--- src/rtl/int_pulser_pkg.sv ---
// Shared types and constants for the int_pulser interrupt stage.
package int_pulser_pkg;

  typedef enum logic [1:0] {
    ST_IDLE    = 2'd0,
    ST_PULSE   = 2'd1,
    ST_HOLDOFF = 2'd2
  } state_e;

  localparam int DEF_PULSE_LEN   = 32;
  localparam int DEF_HOLDOFF     = 256;
  localparam int DEF_SYNC_STAGES = 2;

  localparam int NUM_SRC    = 2;
  localparam int PEND_W5300 = 0;
  localparam int PEND_SL811 = 1;

  // Down-counter width sized for the longer of the two phases, never below 1 bit.
  function automatic int cnt_width(input int a, input int b);
    int m;
    int w;
    m = (a > b) ? a : b;
    w = $clog2(m);
    return (w < 1) ? 1 : w;
  endfunction

endpackage

--- src/rtl/int_sync.sv ---
// Request synchroniser: SYNC_STAGES flops, then an active-high level and its rise pulse.
// RST_VAL is the inactive raw level; a source with RST_VAL=1 is treated as active low.
module int_sync #(
  parameter int   SYNC_STAGES = 2,
  parameter logic RST_VAL     = 1'b0
) (
  input  logic clk,
  input  logic rst_n,
  input  logic async_in,
  output logic req,
  output logic rise
);

  logic [SYNC_STAGES-1:0] sync_q, sync_d;
  logic                   req_prev_q, req_prev_d;

  always_comb begin
    sync_d     = {sync_q[SYNC_STAGES-2:0], async_in};
    req        = sync_q[SYNC_STAGES-1] ^ RST_VAL;
    req_prev_d = req;
    rise       = req & ~req_prev_q;
  end

  always_ff @(posedge clk) begin
    if (!rst_n) begin
      sync_q     <= {SYNC_STAGES{RST_VAL}};
      req_prev_q <= 1'b0;
    end else begin
      sync_q     <= sync_d;
      req_prev_q <= req_prev_d;
    end
  end

endmodule

--- src/rtl/int_pulser.sv ---
// Latched interrupt pending bits driving a fixed-length INT pulse with re-arm holdoff.
// Define INT_PULSER_LEVEL_EN for level-following pending bits (clear strobe ignored).
module int_pulser
  import int_pulser_pkg::*;
#(
  parameter int PULSE_LEN   = DEF_PULSE_LEN,
  parameter int HOLDOFF     = DEF_HOLDOFF,
  parameter int SYNC_STAGES = DEF_SYNC_STAGES
) (
  input  logic               clk,
  input  logic               rst_n,
  input  logic               w5300_int_n,
  input  logic               sl811_intrq,
  input  logic               ena_w5300_int,
  input  logic               ena_sl811_int,
  input  logic               ena_zxbus_int,
  input  logic               clr_stb,
  input  logic [NUM_SRC-1:0] clr_mask,
  output logic [NUM_SRC-1:0] pending,
  output logic               internal_int,
  output logic               zint_oe,
  output logic               busy
);

  localparam int CNT_W = cnt_width(PULSE_LEN, HOLDOFF);

  logic [NUM_SRC-1:0] req, rise, ena;
  logic [NUM_SRC-1:0] pending_q, pending_d;
  state_e             state_q, state_d;
  logic [CNT_W-1:0]   cnt_q, cnt_d;
  logic               zint_oe_q, zint_oe_d;

  int_sync #(.SYNC_STAGES(SYNC_STAGES), .RST_VAL(1'b1)) u_sync_w5300 (
    .clk      (clk),
    .rst_n    (rst_n),
    .async_in (w5300_int_n),
    .req      (req[PEND_W5300]),
    .rise     (rise[PEND_W5300])
  );

  int_sync #(.SYNC_STAGES(SYNC_STAGES), .RST_VAL(1'b0)) u_sync_sl811 (
    .clk      (clk),
    .rst_n    (rst_n),
    .async_in (sl811_intrq),
    .req      (req[PEND_SL811]),
    .rise     (rise[PEND_SL811])
  );

  always_comb begin
    ena             = '0;
    ena[PEND_W5300] = ena_w5300_int;
    ena[PEND_SL811] = ena_sl811_int;
  end

`ifdef INT_PULSER_LEVEL_EN
  logic unused_level;
  assign unused_level = ^{clr_stb, clr_mask, rise};

  always_comb begin
    pending_d = req & ena;
  end
`else
  logic unused_edge;
  assign unused_edge = ^req;

  // Set is OR'd in after the clear so a coincident edge survives the strobe.
  always_comb begin
    pending_d = (rise & ena) | (pending_q & ~({NUM_SRC{clr_stb}} & clr_mask));
  end
`endif

  assign pending      = pending_q;
  assign internal_int = |pending_q;
  assign zint_oe      = zint_oe_q;
  assign busy         = (state_q != ST_IDLE);

  always_comb begin
    state_d   = state_q;
    cnt_d     = cnt_q;
    zint_oe_d = 1'b0;
    case (state_q)
      ST_IDLE: begin
        if (internal_int && ena_zxbus_int) begin
          state_d   = ST_PULSE;
          cnt_d     = CNT_W'(PULSE_LEN - 1);
          zint_oe_d = 1'b1;
        end
      end
      ST_PULSE: begin
        if ((cnt_q == '0) || !ena_zxbus_int) begin
          state_d = ST_HOLDOFF;
          cnt_d   = CNT_W'(HOLDOFF - 1);
        end else begin
          cnt_d     = cnt_q - CNT_W'(1);
          zint_oe_d = 1'b1;
        end
      end
      ST_HOLDOFF: begin
        if (cnt_q == '0) state_d = ST_IDLE;
        else             cnt_d   = cnt_q - CNT_W'(1);
      end
      default: begin
        state_d = ST_IDLE;
        cnt_d   = '0;
      end
    endcase
  end

  always_ff @(posedge clk) begin
    if (!rst_n) begin
      pending_q <= '0;
      state_q   <= ST_IDLE;
      cnt_q     <= '0;
      zint_oe_q <= 1'b0;
    end else begin
      pending_q <= pending_d;
      state_q   <= state_d;
      cnt_q     <= cnt_d;
      zint_oe_q <= zint_oe_d;
    end
  end

endmodule

--- config.mk ---
export PLATFORM = sky130hd
export DESIGN_NAME = int_pulser
export DESIGN_NICKNAME = d
export VERILOG_FILES = /design/src/rtl/int_pulser_pkg.sv /design/src/rtl/int_sync.sv /design/src/rtl/int_pulser.sv
export SDC_FILE = /design/constraint.sdc
export NUM_CORES = 1
export LEC_CHECK = 0
export ABC_AREA = 1
export CAP_MARGIN = 20
export CELL_PAD_IN_SITES_DETAIL_PLACEMENT = 1
export CELL_PAD_IN_SITES_GLOBAL_PLACEMENT = 1
export CORE_ASPECT_RATIO = 1.75
export CORE_MARGIN = 2
export CORE_UTILIZATION = 37
export CTS_BUF_LIST = sky130_fd_sc_hd__clkbuf_4 sky130_fd_sc_hd__clkbuf_8 sky130_fd_sc_hd__clkbuf_16
export DETAILED_ROUTE_END_ITERATION = 10
export GPL_ROUTABILITY_DRIVEN = 1
export PLACE_DENSITY_LB_ADDON = 0.1
export SLEW_MARGIN = 20
export SYNTH_ARGS = -nofsm -noshare
export SYNTH_HDL_FRONTEND = slang
export SYNTH_SLANG_ARGS = --single-unit
--- constraint.sdc ---
create_clock -name clk -period 1.5 [get_ports clk]
set_input_delay 0.225 -clock clk [delete_from_list [all_inputs] [get_ports clk]]
set_output_delay 0.225 -clock clk [all_outputs]
set_load 0.01 [all_outputs]
**Run 1: routed metal per tile**

Scale: 6 px per micron. 9 x 14 tiles, from white (low) to dark blue (high), scaled to the fullest tile. Values are wire area over tile area, all layers added.
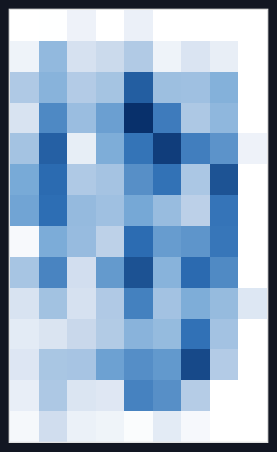
tiles over half the peak: 29%
mean over tiles: 0.13
fullest tile: 0.36
densest ninth of the die: center
WL/cell: 13.0 microns
total wire length: 2490 microns
vias: 949
GRT Resource Usage Total: 0.183

**Run 1: clock network drawn from the DEF**

Scale: 10 px per micron.
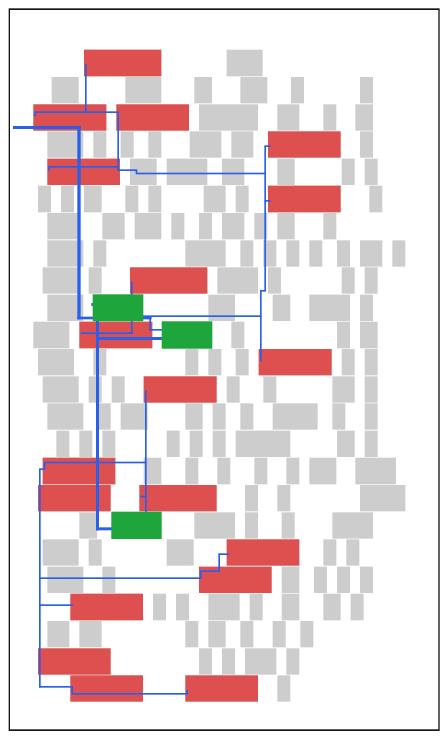
[red] flip-flops | count: 19
[green] cells driving clock nets | count: 3
[blue] clock wires | length: 246 microns
routed clock nets: 4
clk_skew: 3.16 ps
clk pwr: 0.371 mW
Clock Power Share: 0.323
clk latency late pin: 250 ps

**Run 1: supply network**

Scale: 8 px per micron. Pins as bars on the die edge.
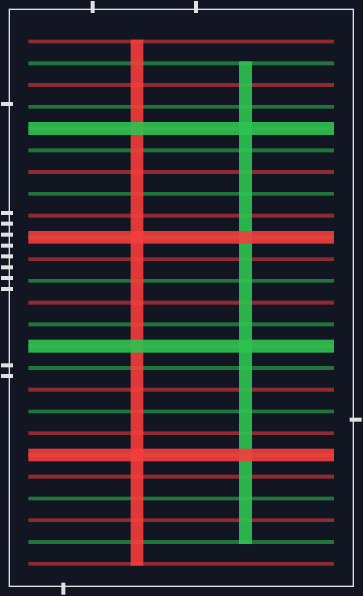
| color | net |
|---|---|
| green | VDD |
| red | VSS |
rows: 24
met5 straps: 4

==> flow_summary.yaml, run 1 <==
# physical design summary
synth:
  syn_area_per_cell_sq_um: 6.87
  synthCells: 142
  yosysSeqAreaShare: 0.390
  ys_area_sq_um: 976
  synth_stat.cells: 142
  yosysWarnings: 0
  syn-cell-area_sq_um: 976
  synth.distinct_cells: 22
  fp_nets: 154
  synth-seq-cells: 19
clocking:
  clkTransAtPathRegs_ps: 70
  cts_tree: "done"
  clkSinkCount: 19
  cts_max_level: 1
  clockBufferDepth: 2
  cts_root_buf: "clkbuf_8"
  cts-buffers-inserted: 3
  cts_setup_buffers: 0
  cts_hold_buffers: 0
layout:
  final_cell_mix: "49 x nand2_1, 16 x inv_1, 16 x nor2_1, 16 x dfxtp_1, 12 x clkdlybuf4s50_1"
  nets: 178
  n_antenna_cell: 0
  fillers: 321
  logic_area_sq_um: 538
  area_growth_pct: 28.8
  finish.instance_area_sq_um: 1260
  layout_top_cell: "nand2_1"
  finalNonFillerCells: 191
  post-route-util: 0.505
  drive_above_1_share: 0.194
  register_area_sq_um: 384
die:
  rows: 24
  die_h_microns: 71.9
  core_util_floorplan: 0.392
  core_area_sq_um: 2490
  dieArea_sq_um: 3080
  die-width_microns: 42.8
  ios: 15
placed_design:
  dpl.hpwl_microns: 1980
  placed_cell_area_sq_um: 1190
  port_buffers: 14
  gp_congestion: 0.772
  placed_cells: 187
worst_setup_path:
  cp_num_buf_inv: 1
  cp.required_ps: 1270
  worstPathArrival_ps: 1170
  path_delay_family: "buffers and inverters"
  slowest_stage: "clkdlybuf4s50_1"
  crit_fanout: 3
  endpoint_kind: "primary output"
  path_class: "flip-flop to primary output"
  cp-start-kind: "flip-flop"
  slowest_delay_ps: 550
  crit_chain: "clkdlybuf4s50_1"
sta:
  finalSetupViolCount: 0
  max_freq_ghz: 0.718
  tightestPinTransition_ps: 299
  finalClockPeriodUsage: 0.928
  hold_violations: 0
  slew_violations: 0
  fin_setup_tns_ps: 0
  slew_headroom: 0.800
  grt_setup_unrepaired: "false"
  finalCriticalPeriod_ps: 1390
global_route:
  grt_use_met3: 0.0274
  grt_max_degree: 11
  grt_use_met2: 0.340
  first_global_vias: 1037
  grt_util_met1: 0.185
  gr-total-overflow: 0
  grt_pass1_wl_microns: 4310
  antenna_found_initial: 0
  grt_busiest_layer: "met2"
power_and_ir_drop:
  seqPwrFrac: 0.471
  p_int_mw: 0.832
  combinationalPowerShare: 0.206
  switching_share: 0.277
  p_leak_nw: 0.587
  vdd_drop_max_mv: 0.693
  p_per_area_nw_per_um2: 915
  power.total_mw: 1.15
  netSwitchingPower_mw: 0.318
run:
  tool_warnings: 28
  cap_violations: 0
route:
  drc_errors: 0
  final_antenna_net_count: 0
  drt-pass1-iter-count: 2
  drt-initial-drc-count: 15
  viasPerCell: 4.97
min_path:
  min_path_type: "flip-flop to flip-flop"
run_status:
  status: "completed"
run 1: cells in the mapped netlist:
master	n	share of area
nand2_1	49	0.19
dfxtp_1	19	0.39
inv_1	17	0.065
nor2_1	17	0.065
a21oi_1	10	0.051
nand2_4	3	0.035
nand3_1	3	0.015
nand4_1	3	0.019
nor2_4	3	0.035
a21oi_2	2	0.018
ha_1	2	0.026
nand2_2	2	0.013
o21ai_0	2	0.010
or2_2	2	0.013
buf_1	1	0.0038
inv_2	1	0.0038
nand3b_1	1	0.0077
nor2_2	1	0.0064
o21ai_1	1	0.0051
o21ai_4	1	0.017
o22ai_1	1	0.0064
or2_1	1	0.0064
run 1: final timing paths:
check / startpoint / slack (ps) / end / cells past startpoint
worst max-delay path: pending[0]$_SDFF_PN0_ / 110 / pending[0] / 1
worst min-delay path: u_sync_w5300.sync_q[0]$_SDFF_PN1_ / 420 / u_sync_w5300.sync_q[1]$_SDFF_PN1_ / 1
worst max register to register: cnt_q[0]$_SDFFE_PN0P_ / 140 / cnt_q[3]$_SDFFE_PN0P_ / 9
worst min register to register: u_sync_w5300.sync_q[0]$_SDFF_PN1_ / 420 / u_sync_w5300.sync_q[1]$_SDFF_PN1_ / 1
run 1: cells by family (layout without fill, tap and decap cells):
group / Yosys count / after routing / synth area share
AND-OR/OR-AND: 17 / 17 / 0.108
adder cells (fa/ha/maj): 2 / 2 / 0.0256
buffers and inverters: 19 / 42 / 0.0731
flip-flops: 19 / 19 / 0.390
AND/OR/NAND/NOR: 85 / 85 / 0.404
run 1: layout make-up:
cell class	instances	share of cell area
sequential	19	0.305
clock buffer	4	0.0388
multi-input combinational	104	0.428
inverter	18	0.0537
tap	26	0.0259
timing repair buffer	20	0.148
run 1: power groups by stage:
stage / Clock [mW] / Sequential (mW) / Combinational (mW)
floorplan: 0 / 0.549 / 0.157
global placement: 0 / 0.552 / 0.230
detailed placement: 0 / 0.552 / 0.236
CTS: 0.383 / 0.541 / 0.237
global route: 0.398 / 0.545 / 0.270
finish: 0.371 / 0.542 / 0.237
run 1: routing by layer:
metal  wire length, microns  part of all wire
met1                    946              0.38
met2                   1410              0.57
met5                      0                 0
met4                     59             0.024
met3                     72             0.029
run 1: flip-flops by register name, indices dropped and copies added, names as in the netlist:
signal	count
u_sync_w5300.req_prev_q	1
zint_oe	1
u_sync_sl811.sync_q	2
u_sync_sl811.req_prev_q	1
state_q	2
pending	2
cnt_q	8
u_sync_w5300.sync_q	2
run 1: stage by stage:
step	hold slack (ps)	setup slack, ps
2_1_floorplan	318	265
3_3_place_gp	397	97.7
3_5_place_dp	404	73.5
4_1_cts	422	-53.9
5_1_grt	444	12.3
6_report	417	108
run 1: repair_timing:
action / 4_1_cts / 5_1_grt
gates resized: 2 / 8
pin swaps: 0 / 2
setup endpoints to repair: 2 / 10
==> run 2, diff against run 1 <==
CORE_UTILIZATION = 42   (was 37)
DONT_BUFFER_PORTS = 1   (was default)
PLACE_DENSITY = 0.8   (was default)
PLACE_DENSITY_LB_ADDON = default   (was 0.1)
**Run 2: supply network**

Scale: 10 px per micron. Pins as bars on the die edge.
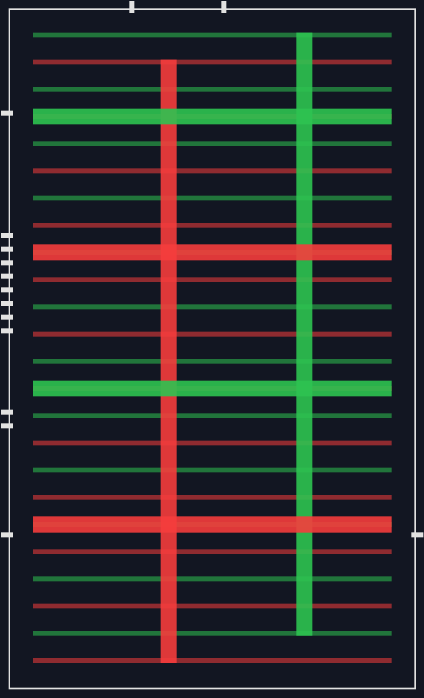
| color | net |
|---|---|
| red | VSS |
| green | VDD |
rows: 23
met5 straps: 4
signal pins: 15
Placeable Area: 2240 sq um
Die Span Y: 67.8 microns
Die X: 40.4 microns
Worst IR Drop VDD: 0.800 mV

**Run 2: wiring by layer**

Scale: 12 px per micron. Only two layers are drawn.
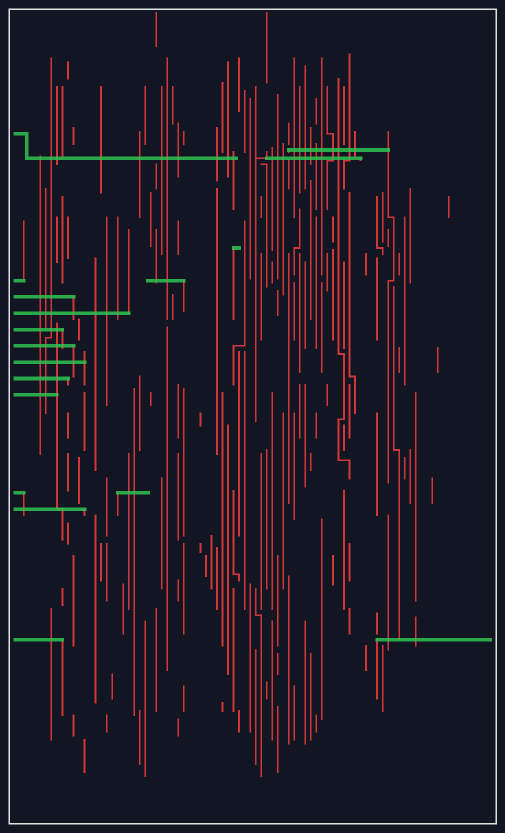
| color | layer | wire length |
|---|---|---|
| red | met2 | 1440 microns |
| green | met3 | 99.3 microns |
GRT Resource Usage Total: 0.199
vias: 914
total wire length: 2460 microns

==> run 2 against run 1 <==
Against the previous run:
- die area decreased by 11%
- combinational power decreased by 9.7%
- sequential share of layout area increased by 4.1 points
- maximum frequency decreased by 1.5%
- critical path type is now flip-flop to flip-flop
- hold slack got worse by 350 ps
- sequential power about the same
- first-iteration DRC count increased by 13%
- total power decreased by 1.8%
==> flow_summary.yaml, run 2 <==
# physical design summary
placed_design:
  placed_cell_area_sq_um: 1020
  port_buffers: 0
  dpl.hpwl_microns: 1790
  gp_congestion: 0.733
  dp_slack_ps: 92.6
  placed_cells: 168
sta:
  grt_setup_unrepaired: "true"
  holdWs_ps: 65.0
  hold_violations: 0
  finalCriticalPeriod_ps: 1410
  slew_violations: 0
  finalSetupViolCount: 0
  setup_ws_ps: 86.9
  slew_headroom: 0.635
  max_freq_ghz: 0.708
  finalClockPeriodUsage: 0.942
  tightestPinTransition_ps: 547
worst_setup_path:
  worstPathArrival_ps: 1600
  path_class: "flip-flop to flip-flop"
  endpoint_kind: "flip-flop"
  slowest_stage: "dfxtp_2"
  crit_chain: "inv_1 > ha_2 > nand2_2 > nor2_2 > nand2_2 > nand2_4 > buf_4 > nand2_1 > a21oi_1"
  cp.required_ps: 1680
  crit_fanout: 3
  cp-start-kind: "flip-flop"
  cp_num_buf_inv: 2
  rrSetupSlack_ps: 90
  cp_common_cell: "nand2_2"
  slowest_delay_ps: 330
  path_delay_family: "simple AND/OR/NAND/NOR gates"
layout:
  largest_register: "cnt_q"
  layout_top_cell: "nand2_1"
  final_cell_mix: "49 x nand2_1, 17 x nor2_1, 17 x dfxtp_1, 16 x inv_1, 9 x a21oi_1"
  largest_reg_flops: 8
  finalNonFillerCells: 174
  n_antenna_cell: 0
  finish.instance_area_sq_um: 1100
  nets: 162
  area_growth_pct: 13.1
  drive_above_1_share: 0.188
clocking:
  cts-buffers-inserted: 3
  clkSinkCount: 19
  cts_max_level: 1
  cts_root_buf: "clkbuf_8"
  cts_tree: "done"
  clockBufferDepth: 2
  clkTransAtPathRegs_ps: 70
synth:
  yosysSeqAreaShare: 0.390
  synth-seq-cells: 19
  top_cell_area_share: 0.390
  synth_stat.cells: 142
  ys_area_sq_um: 976
  netlist_top_cells_count: "49 x nand2_1, 19 x dfxtp_1, 17 x inv_1, 17 x nor2_1, 10 x a21oi_1"
  edf_count: 0
  synthCells: 142
  fp_nets: 154
  yosysTopAreaCell: "dfxtp_1"
  ff_type: "dfxtp_1"
  syn_area_per_cell_sq_um: 6.87
  synth.distinct_cells: 22
  yosysWarnings: 0
  async_flop_share: 0
  top_cells_by_area: "dfxtp_1 39%, nand2_1 19%, inv_1 6.5%"
  syn-cell-area_sq_um: 976
  synth_top_cell_by_count: "nand2_1"
die:
  core_util_floorplan: 0.435
  dieArea_sq_um: 2740
  rows: 23
  ios: 15
global_route:
  antenna_found_initial: 0
  grt_max_degree: 16
  first_global_vias: 911
  grt_pass1_wl_microns: 3750
  gr-total-overflow: 0
run_status:
  status: "completed"
route:
  drt-initial-drc-count: 17
  drt-pass1-iter-count: 4
  drc_errors: 0
  viasPerCell: 5.25
  final_antenna_net_count: 0
  wl_per_cell_microns: 14.1
min_path:
  min_path_type: "input port to flip-flop"
run:
  tool_warnings: 28
  cap_violations: 0
power_and_ir_drop:
  p_per_area_nw_per_um2: 1020
  p_leak_nw: 0.503
**Run 2: clock network drawn from the DEF**

Scale: 12 px per micron.
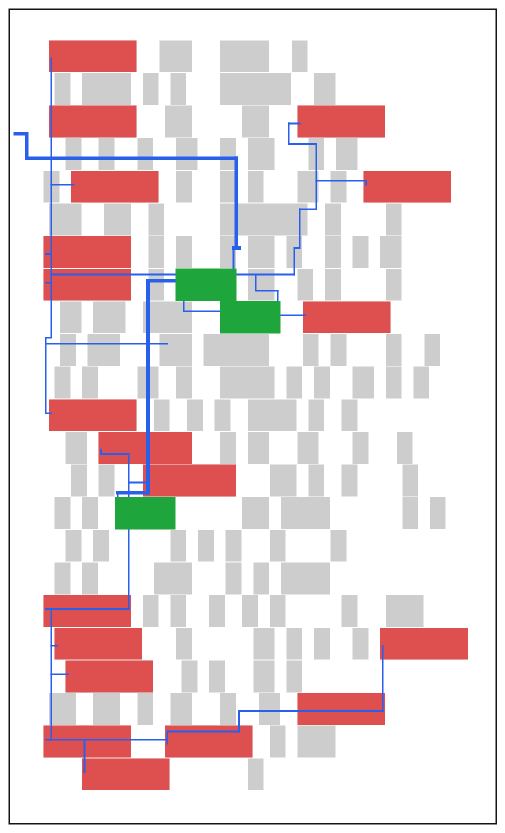
[red] flip-flops | count: 19
[blue] clock wires | length: 242 microns
[green] cells driving clock nets | count: 3
routed clock nets: 4
clk latency late pin: 260 ps
Clock Power Share: 0.331
clk_skew: 6.50 ps
clk pwr: 0.374 mW

==> run 2: power by group <==
part | total [mW] | internal (mW) | switching [mW]
Clock | 0.374 | 0.207 | 0.167
Combinational | 0.214 | 0.0773 | 0.137
Sequential | 0.541 | 0.524 | 0.0170
==> run 2: final timing paths <==
kind	from	to	depth (start not counted)
worst max-delay path	cnt_q[1]$_SDFFE_PN0P_	cnt_q[5]$_SDFFE_PN0P_	9
worst max register to register	cnt_q[1]$_SDFFE_PN0P_	cnt_q[5]$_SDFFE_PN0P_	9
worst min-delay path	rst_n	u_sync_sl811.sync_q[1]$_SDFF_PN0_	2
worst min register to register	u_sync_w5300.sync_q[0]$_SDFF_PN1_	u_sync_w5300.sync_q[1]$_SDFF_PN1_	1
==> run 2: worst reg2reg max path: stages (launching register included) <==
cell and delay [ps]:
dfxtp_2 330, inv_1 90, ha_2 180, nand2_2 90, nor2_2 140, nand2_2 70, nand2_4 110, buf_4 130
nand2_1 50, a21oi_1 150
==> run 2: stage by stage <==
stage	utilization	TNS, ps	power [mW]
floorplan	-	0	0.706
global placement	0.454	0	0.743
detailed placement	0.454	0	0.751
CTS	0.475	0	1.12
global route	0.492	-40.7	1.18
finish	0.492	0	1.13
==> run 2: cell type report <==
cell class                 count  area (sq um)
tap                           25          31.3
sequential                    19           383
timing repair buffer           4          42.5
clock buffer                   4          48.8
multi-input combinational    104           531
inverter                      18          67.6
fill                         308          1140
==> run 2: routing by layer <==
layer	track usage	vias to the layer above	part of all wire
met5	0	-	0
met4	0.0625	0	0.010
met3	0.0428	4	0.040
met2	0.371	20	0.58
met1	0.203	440	0.36
li1	-	450	-
==> run 2: cells by family (layout without fill, tap and decap cells) <==
group / count (synthesis) / in the layout / share of synthesized area
compound gates: 17 / 17 / 0.108
fa+ha+maj: 2 / 2 / 0.0256
simple gates: 85 / 85 / 0.404
flops: 19 / 19 / 0.390
buf+inv: 19 / 26 / 0.0731
==> run 2: timing repair <==
| item | CTS | global route |
|---|---|---|
| hold endpoints to repair | 0 | 0 |
| gates resized | 0 | 5 |
| setup buffers | 0 | 2 |
| hold buffers | 0 | 0 |
| endpoints found under the setup margin | 0 | 8 |
Power and IR drop assume default switching activity.
